**Run 1: metal layers overlaid**

Scale: 6 px per um. Only two layers are drawn.
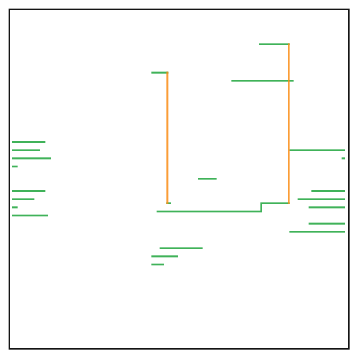
**Run 1: signal wires on met1**

Scale: 6 px per um. Supply wires on this layer in grey.
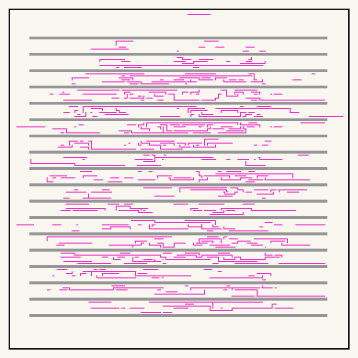
**Run 1: gate-type map**

Scale: 8 px per um.
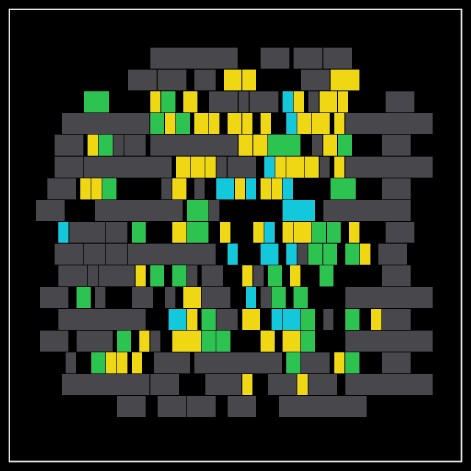
File: src/rtl/pc_pkg.sv
// Shared types for the Hack-style CPU datapath: word width and the
// program-counter operation encoding.
package pc_pkg;

  localparam int WIDTH = 16;

  typedef logic [WIDTH-1:0] word_t;

  typedef enum logic [1:0] {
    PC_HOLD  = 2'd0,
    PC_INC   = 2'd1,
    PC_LOAD  = 2'd2,
    PC_CLEAR = 2'd3
  } pc_op_e;

  // Reset beats load, and load beats inc.
  function automatic pc_op_e pc_decode(input logic reset, input logic load,
                                       input logic inc);
    if (reset)     return PC_CLEAR;
    else if (load) return PC_LOAD;
    else if (inc)  return PC_INC;
    else           return PC_HOLD;
  endfunction

endpackage

File: src/rtl/pc_incrementer.sv
// Combinational WIDTH-bit +1 with wrap-around. Carry out is discarded.
module incrementer #(
  parameter int WIDTH = pc_pkg::WIDTH
) (
  input  logic [WIDTH-1:0] a,
  output logic [WIDTH-1:0] y
);

  assign y = a + WIDTH'(1);

endmodule

File: src/rtl/pc.sv
// Program counter: clear, load, increment or hold on each rising clk edge.
// Output comes straight from the register.
module pc
  import pc_pkg::*;
#(
  parameter int WIDTH = pc_pkg::WIDTH
) (
  input  logic             clk,
  input  logic             reset,
  input  logic [WIDTH-1:0] in,
  input  logic             inc,
  input  logic             load,
  output logic [WIDTH-1:0] out
);

  // Power-up value is zero even if reset is never asserted.
  logic [WIDTH-1:0] cnt = '0;
  logic [WIDTH-1:0] cnt_inc;
  logic [WIDTH-1:0] cnt_nxt;
  pc_op_e           op;

  incrementer #(.WIDTH(WIDTH)) u_inc (
    .a (cnt),
    .y (cnt_inc)
  );

  always_comb begin
    op      = pc_decode(reset, load, inc);
    cnt_nxt = cnt;
    unique case (op)
      PC_CLEAR: cnt_nxt = '0;
      PC_LOAD:  cnt_nxt = in;
      PC_INC:   cnt_nxt = cnt_inc;
      PC_HOLD:  cnt_nxt = cnt;
    endcase
  end

  always_ff @(posedge clk) begin
    cnt <= cnt_nxt;
  end

  assign out = cnt;

endmodule

File: config.mk
export PLATFORM = sky130hd
export DESIGN_NAME = pc
export DESIGN_NICKNAME = d
export VERILOG_FILES = /design/src/rtl/pc_pkg.sv /design/src/rtl/pc_incrementer.sv /design/src/rtl/pc.sv
export SDC_FILE = /design/constraint.sdc
export NUM_CORES = 1
export LEC_CHECK = 0
export ABC_AREA = 1
export CAP_MARGIN = 40
export CORE_MARGIN = 3
export CORE_UTILIZATION = 46
export DETAILED_ROUTE_END_ITERATION = 6
export PLACE_DENSITY = 0.79
export SLEW_MARGIN = 10
export SYNTH_ARGS = -nofsm -noshare
export SYNTH_HDL_FRONTEND = slang
export SYNTH_SLANG_ARGS = --single-unit
File: constraint.sdc
create_clock -name clk -period 2.1 [get_ports clk]
set_input_delay 0.42 -clock clk [delete_from_list [all_inputs] [get_ports clk]]
set_output_delay 0.42 -clock clk [all_outputs]
set_load 0.05 [all_outputs]
==> reports/results.ini, run 1 <==
[critical_path]
crit_buf_inv = 1
crit_path_cell_trace = clkdlybuf4s50_1
startpoint = out[11]
critPathKind = register to output pin
cpPeakStageDelay_ns = 0.84
arrival_ns = 1.57

[detailed_routing]
drc = 0
first_pass_iters = 4
via_per_inst = 5.22

[grt]
grt_use_met1 = 0.221
grt_pass1_vias = 1133
antenna_found_initial = 0

[cts]
cts_max_level = 1
cts.sinks = 16
clk_pin_slew_ns = 0.09
cts_tree = yes
cts_buffer_depth = 2

[placement]
dp_slack_ns = -0.0798

[floorplan]
die_w_um = 56.4
boundaryPins = 36
fp_util = 0.508
die_h_um = 56.4

[worst_hold_path]
min_path_type = register to register

[sta]
finalClockSkew_ns = 0.000620
setup_violations = 0
setup_ws_ns = 0.109
max_slew.worst_pin.slew_ns = 0.534
min_period_ns = 1.99
drv_slew = 0
fin_crit_sh = 0.948

[synthesis]
synth-seq-area-share = 0.412
yosysChipArea_um2 = 1170
syn-cell-area_um2 = 1170
syn_area_per_cell_um2 = 7.67
top_area_cell = edfxtp_1

[cells_and_area]
largest_reg_flops = 16

[run_status]
run_status = finished clean

Notes on 'metal layers overlaid' above:
legend:
  met4:
    colour: orange
    wire_length: 48.3 um
  met3:
    colour: green
    wire_length: 131 um
DRT Wirelength: 2870 um
total global-route track usage: 0.194
Via Count: 1139
Routed wire per std cell: 13.2 um

Notes on 'signal wires on met1' above:
share of all routed wire: 42%
longest straight run: 27.1 um
wire length on this layer: 1210 um

Notes on 'gate-type map' above:
legend:
  NAND gates:
    colour: yellow
    cells: 58
    most_used: nand2_1
  NOR gates:
    colour: cyan
    cells: 16
    most_used: nor2_1
    where: middle
  inverting AOI/OAI gates:
    colour: green
    cells: 34
    most_used: a21oi_1

-- run 1: cells in the final DEF (no fill, tap or decap) --
cell / count
clkdlybuf4s50_1: 34
nand2_2: 6
edfxtp_1: 16
nand4_1: 2
inv_1: 18
o21bai_2: 1
nand2_1: 34
o21ai_1: 3
a21oi_1: 21
nand3_1: 14
dlymetal6s2s_1: 1
ha_1: 4
a21oi_2: 2
nor2_2: 4
inv_2: 1
nand3_2: 2
o21ai_0: 5
nor2_4: 1
buf_4: 5
clkbuf_4: 3
nor2_1: 11
o21bai_1: 2
-- run 1: worst min path at each step --
stage | to | cells past startpoint
after detailed placement | out[5] | 2
final | out[5] | 2
after global routing | out[4] | 3
after CTS | out[5] | 2
after global placement | out[5] | 2
after floorplan | out[1] | 2
-- run 1: worst reg2reg max path: cells and delay by family, from the launching register on --
family / cells / cell delay, ns
simple gates: 5 / 0.48
flops: 1 / 0.42
fa+ha+maj: 1 / 0.25
buf+inv: 1 / 0.07
compound gates: 1 / 0.05
-- run 1: logic make-up after synthesis --
| group | Yosys count | synth area share |
|---|---|---|
| and+or+nand+nor | 74 | 0.296 |
| AOI/OAI and AO/OA | 34 | 0.162 |
| buffers and inverters | 24 | 0.0869 |
| DFF | 16 | 0.412 |
| adders and majority gates | 4 | 0.0429 |
-- run 1: synth_stat cells (all sizes together) --
master,n
nand2,40
inv,19
nand4,2
o21bai,3
a21oi,23
nand3,16
buf,3
clkbuf,2
o21ai,8
nor2,16
ha,4
edfxtp,16
-- run 1: metrics by stage --
step           instance area (um2)  utilization  hold slack [ns]
6_report                      1580        0.690            0.762
4_1_cts                       1580        0.688            0.772
5_1_grt                       1580        0.690            0.802
3_3_place_gp                  1560        0.679            0.724
2_1_floorplan                 1170            -            0.663
3_5_place_dp                  1560        0.679            0.751
-- run 1: power groups by stage --
stage	sequential [mW]	clock, mW	combinational (mW)
2_1_floorplan	0.490	0	0.0685
3_3_place_gp	0.414	0	0.244
3_5_place_dp	0.415	0	0.248
4_1_cts	0.407	0.172	0.249
5_1_grt	0.412	0.187	0.263
6_report	0.407	0.168	0.247
-- run 1: timing repair --
action                     in CTS  in global routing
setup endpoints to repair       0                  1
buffers inserted                0                  0
hold buffers                    0                  0
gates resized                   0                  1
-- run 1: cell type report --
| type | count | area [um2] | area share |
|---|---|---|---|
| clock buffer | 3 | 22.5 | 0.0142 |
| sequential | 16 | 480 | 0.303 |
| inverter | 19 | 71.3 | 0.0450 |
| multi-input combinational | 112 | 584 | 0.369 |
| tap | 28 | 35.0 | 0.0221 |
| timing repair buffer | 40 | 390 | 0.246 |
-- run 1: layer usage --
layer  wire [um]  share of wire
met5           0              0
met3         130          0.045
met1        1210           0.42
met2        1480           0.51
met4          48          0.017
==> run 2: changes to the inputs <==
--- a/config.mk
+++ b/config.mk
@@ -9,6 +9,7 @@
 export CAP_MARGIN = 40
 export CORE_MARGIN = 3
 export CORE_UTILIZATION = 46
+export CTS_CLUSTER_SIZE = 14
 export DETAILED_ROUTE_END_ITERATION = 6
 export PLACE_DENSITY = 0.79
 export SLEW_MARGIN = 10
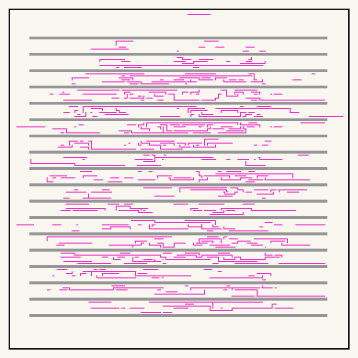
**Above:** run 2 (signal wires on met1).
Scale: 6 px per um. Supply wires on this layer in grey.
main direction: horizontal
wire length on this layer: 1210 um
longest straight run: 27.1 um
share of all routed wire: 42%
met1 track demand over resource: 0.221

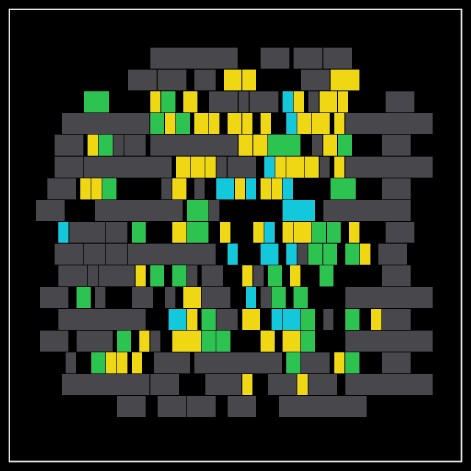
**Above:** run 2 (gate-type map).
Scale: 8 px per um.
legend:
  NOR gates:
    colour: cyan
    cells: 16
    most_used: nor2_1
    where: middle
  NAND gates:
    colour: yellow
    cells: 58
    most_used: nand2_1
  inverting AOI/OAI gates:
    colour: green
    cells: 34
    most_used: a21oi_1

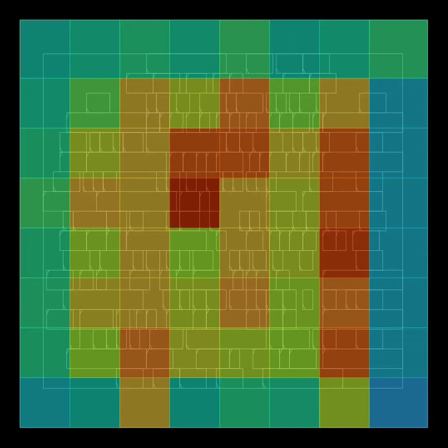
**Above:** run 2 (routing congestion).
met3 usage: 0.0276
busiest grt layer: met2
final core occ: 0.690
routing usage on met2: 0.356

==> run 2 against run 1 <==
  * Hold slack stayed put
  * Synthesized cell count stayed put
  * Utilization stayed put
  * Cell area stayed put
  * Critical path depth stayed put
  * Maximum frequency stayed put
  * Via count stayed put
  * Total power stayed put
  * Sequential power hardly changed
  * Wire length stayed put
==> reports/results.ini, run 2 <==
[run_status]
run_status = finished clean  ; unchanged

[detailed_routing]
drc = 0  ; unchanged
via_per_inst = 5.22  ; unchanged
vias = 1139  ; unchanged
routedWlPerCell_um = 13.2  ; unchanged
first_pass_iters = 4  ; unchanged
routed_wl_um = 2870  ; unchanged

[floorplan]
die_h_um = 56.4  ; unchanged
fp_util = 0.508  ; unchanged

[synthesis]
synth-edff-count = 16  ; unchanged
synth-seq-area-share = 0.412  ; unchanged
flop_cell = edfxtp_1  ; unchanged
top_area_cell = edfxtp_1  ; unchanged
synth_dominant_cell_count = nand2_1  ; unchanged
async_reset_ff_frac = 0  ; unchanged
yosysChipArea_um2 = 1170  ; unchanged
ys_top_cells_by_count = nand2_1 (34), a21oi_1 (21), inv_1 (18)  ; unchanged
syn_area_per_cell_um2 = 7.67  ; unchanged
syn-cell-area_um2 = 1170  ; unchanged

[cells_and_area]
layout_top_cells = nand2_1 (34), clkdlybuf4s50_1 (34), a21oi_1 (21), inv_1 (18), edfxtp_1 (16)  ; unchanged
largest_reg_flops = 16  ; unchanged

[placement]
dp_slack_ns = -0.0798  ; unchanged

[sta]
setup_ws_ns = 0.109  ; unchanged
finalClockSkew_ns = 0.000620  ; unchanged
min_period_ns = 1.99  ; unchanged
max_slew.worst_pin.slew_ns = 0.534  ; unchanged
drv_slew = 0  ; unchanged

[grt]
antenna_found_initial = 0  ; unchanged

[critical_path]
crit_buf_inv = 1  ; unchanged
cpPeakStageDelay_ns = 0.84  ; about the same
crit_path_cell_trace = clkdlybuf4s50_1  ; unchanged
critPathKind = register to output pin  ; unchanged

[cts]
cts_max_level = 1  ; unchanged
clk_pin_slew_ns = 0.09  ; about the same
cts_buffer_depth = 2  ; unchanged
cts_tree = yes  ; unchanged

[worst_hold_path]
min_path_type = register to register  ; unchanged

-- run 2: cell counts in the layout (fill, tap and decap cells not counted) --
No cell type changed its count.
-- run 2: kinds of logic (layout without fill, tap and decap cells) --
logic type      Yosys count  in the layout  synth area share
compound gates           34             34             0.162
fa+ha+maj                 4              4            0.0429
buf+inv                  24             62            0.0869
flops                    16             16             0.412
simple gates             74             74             0.296
-- run 2: repair_timing --
action	in CTS	in global routing
setup endpoints to repair	0	1
gates resized	0	1
buffers inserted	0	0
-- run 2: worst reg2reg max path: cells and delay by family (launching register included) --
family          cells  cell delay (ns)
simple gates        5             0.48
flops               1             0.42
fa+ha+maj           1             0.25
compound gates      1             0.05
buf+inv             1             0.07
-- run 2: layer usage --
layer / wire, um / part of all wire / GRT usage / up-vias
met1: 1210 / 0.42 / 0.221 / 522
met5: 0 / 0 / 0 / -
met4: 48 / 0.017 / 0.0814 / 0
met3: 130 / 0.045 / 0.0276 / 4
li1: - / - / - / 584
met2: 1480 / 0.51 / 0.356 / 29
-- run 2: cell type report --
type	count	area (um2)	share of cell area
well taps	28	35.0	0.0221
inverters	19	71.3	0.0450
clock buffers	3	22.5	0.0142
multi-input cells	112	584	0.369
repair buffers	40	390	0.246
flip-flops and latches	16	480	0.303
-- run 2: where the power goes --
| part | switching [mW] | internal (mW) |
|---|---|---|
| Clock | 0.101 | 0.0667 |
| Combinational | 0.150 | 0.0974 |
| Sequential | 0.0293 | 0.378 |
| Total | 0.280 | 0.542 |
-- run 2: per-stage QoR --
step / util / cell area (um2) / total power [mW]
after floorplan: - / 1170 / 0.559
after global placement: 0.679 / 1560 / 0.657
after detailed placement: 0.679 / 1560 / 0.663
after CTS: 0.688 / 1580 / 0.828
after global routing: 0.690 / 1580 / 0.863
final: 0.690 / 1580 / 0.822
-- run 2: worst paths after layout --
path	start	to	slack (ns)	depth (start not counted)
min	out[5]	out[5]	0.76	2
max reg2reg	out[0]	out[12]	0.58	8
min reg2reg	out[5]	out[5]	0.76	2
max	out[11]	out[11]	0.11	1
==> run 3: changes to the inputs <==
--- a/config.mk
+++ b/config.mk
@@ -9,6 +9,7 @@
 export CAP_MARGIN = 40
 export CORE_MARGIN = 3
 export CORE_UTILIZATION = 46
+export CTS_CLUSTER_DIAMETER = 30
 export CTS_CLUSTER_SIZE = 14
 export DETAILED_ROUTE_END_ITERATION = 6
 export PLACE_DENSITY = 0.79
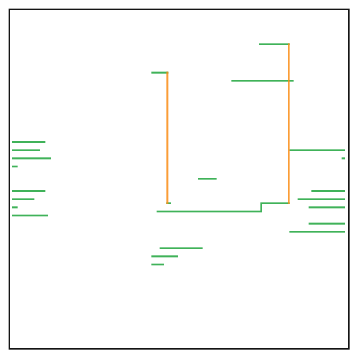
**Above:** run 3 (metal layers overlaid).
Scale: 6 px per um. Only two layers are drawn.
legend:
  met3:
    colour: green
    wire_length: 131 um
  met4:
    colour: orange
    wire_length: 48.3 um

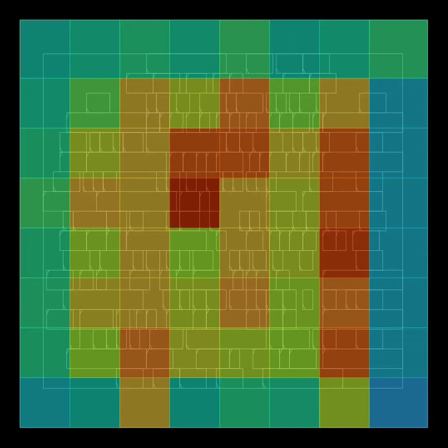
**Above:** run 3 (routing congestion).

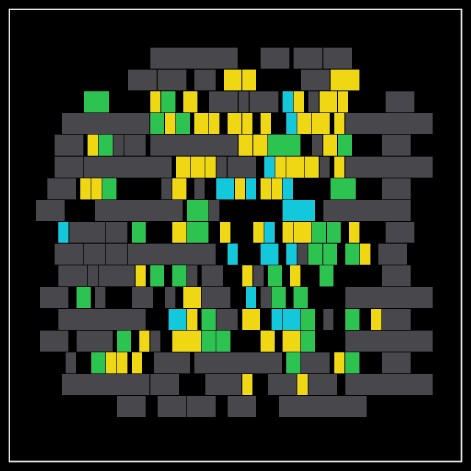
**Above:** run 3 (gate-type map).
Scale: 8 px per um.
legend:
  NAND gates:
    colour: yellow
    cells: 58
    most_used: nand2_1
  NOR gates:
    colour: cyan
    cells: 16
    most_used: nor2_1
    where: middle
  inverting AOI/OAI gates:
    colour: green
    cells: 34
    most_used: a21oi_1

==> run 3 against run 2 <==
  * Combinational power barely moved
  * Cell area stayed put
  * Sequential power hardly changed
  * Clock power hardly changed
  * Global-route usage unchanged
  * Total power stayed put
  * Utilization did not move
  * Synthesized cell count unchanged
  * Critical path type unchanged
  * Largest cell class unchanged
==> reports/results.ini, run 3 <==
[floorplan]
boundaryPins = 36  ; unchanged
die_h_um = 56.4  ; unchanged
fp_util = 0.508  ; unchanged
die_w_um = 56.4  ; unchanged

[cts]
cts_tree = yes  ; unchanged
clk_pin_slew_ns = 0.09  ; about the same
cts.sinks = 16  ; unchanged
ctsHoldBuffers = 0  ; unchanged
cts_buffer_depth = 2  ; unchanged
cts_max_level = 1  ; unchanged

[detailed_routing]
routed_wl_um = 2870  ; unchanged
via_per_inst = 5.22  ; unchanged
first_pass_iters = 4  ; unchanged
drc = 0  ; unchanged
routedWlPerCell_um = 13.2  ; unchanged

[synthesis]
ys_top_cells_by_count = nand2_1 (34), a21oi_1 (21), inv_1 (18)  ; unchanged
async_reset_ff_frac = 0  ; unchanged
yosysChipArea_um2 = 1170  ; unchanged
synth_dominant_cell_count = nand2_1  ; unchanged
syn_area_per_cell_um2 = 7.67  ; unchanged
synth-edff-count = 16  ; unchanged
syn-cell-area_um2 = 1170  ; unchanged

[critical_path]
critPathKind = register to output pin  ; unchanged
reg2regPathDepth = 8  ; unchanged
crit_path_cell_trace = clkdlybuf4s50_1  ; unchanged
path_depth = 1  ; unchanged

[grt]
grt_pass1_vias = 1133  ; unchanged
grt_usage = 0.194  ; unchanged
antenna_found_initial = 0  ; unchanged

[worst_hold_path]
min_path_cells = 2  ; unchanged

[cells_and_area]
layout_top_cells = nand2_1 (34), clkdlybuf4s50_1 (34), a21oi_1 (21), inv_1 (18), edfxtp_1 (16)  ; unchanged

[sta]
finalClockSkew_ns = 0.000620  ; unchanged
drv_slew = 0  ; unchanged
fin_hold_ws_ns = 0.762  ; unchanged
setup_violations = 0  ; unchanged
fin_crit_sh = 0.948  ; unchanged

[run_status]
run_status = finished clean  ; unchanged

[pwr]
total_power_mw = 0.822  ; unchanged

[run 3: area by class of cell]
class | instances | area share
clock buffers | 3 | 0.0142
flip-flops and latches | 16 | 0.303
well taps | 28 | 0.0221
multi-input cells | 112 | 0.369
repair buffers | 40 | 0.246
inverters | 19 | 0.0450
[run 3: timing repair]
item / in CTS / in global routing
setup endpoints to repair: 0 / 1
buffers inserted: 0 / 0
gates resized: 0 / 1
endpoints found under the hold margin: 0 / 0
[run 3: power by group]
| group | leakage, nW | switching, mW | internal (mW) | total (mW) |
|---|---|---|---|---|
| clock network | 0.0138 | 0.101 | 0.0667 | 0.168 |
| logic | 0.404 | 0.150 | 0.0974 | 0.247 |
| registers | 0.187 | 0.0293 | 0.378 | 0.407 |
[run 3: path summary, 6_finish.rpt]
kind	end	start	slack [ns]
setup / recovery	out[11]	out[11]	0.11
hold / removal	out[5]	out[5]	0.76
setup reg to reg	out[12]	out[0]	0.58
hold reg to reg	out[5]	out[5]	0.76
[run 3: cells by family (layout without fill, tap and decap cells)]
logic type / after synthesis / count (layout) / share of synthesized area
buf+inv: 24 / 62 / 0.0869
flops: 16 / 16 / 0.412
fa+ha+maj: 4 / 4 / 0.0429
compound gates: 34 / 34 / 0.162
simple gates: 74 / 74 / 0.296
[run 3: per-stage QoR]
stage / instance area [um2] / worst slack, ns / TNS (ns) / utilization / std cells
3_5_place_dp: 1560 / -0.0798 / -0.545 / 0.679 / 215
2_1_floorplan: 1170 / 0.308 / 0 / - / 152
5_1_grt: 1580 / 0.0526 / 0 / 0.690 / 218
3_3_place_gp: 1560 / 0.0222 / 0 / 0.679 / 215
4_1_cts: 1580 / 0.0463 / 0 / 0.688 / 218
6_report: 1580 / 0.109 / 0 / 0.690 / 218
[run 3: per-layer routing]
layer,share of wire,track usage,vias to the layer above
li1,-,-,584
met1,0.42,0.221,522
met2,0.51,0.356,29
met3,0.045,0.0276,4
met4,0.017,0.0814,0
met5,0,0,-
Power figures rest on the tool's default switching activity, not on a simulated workload.
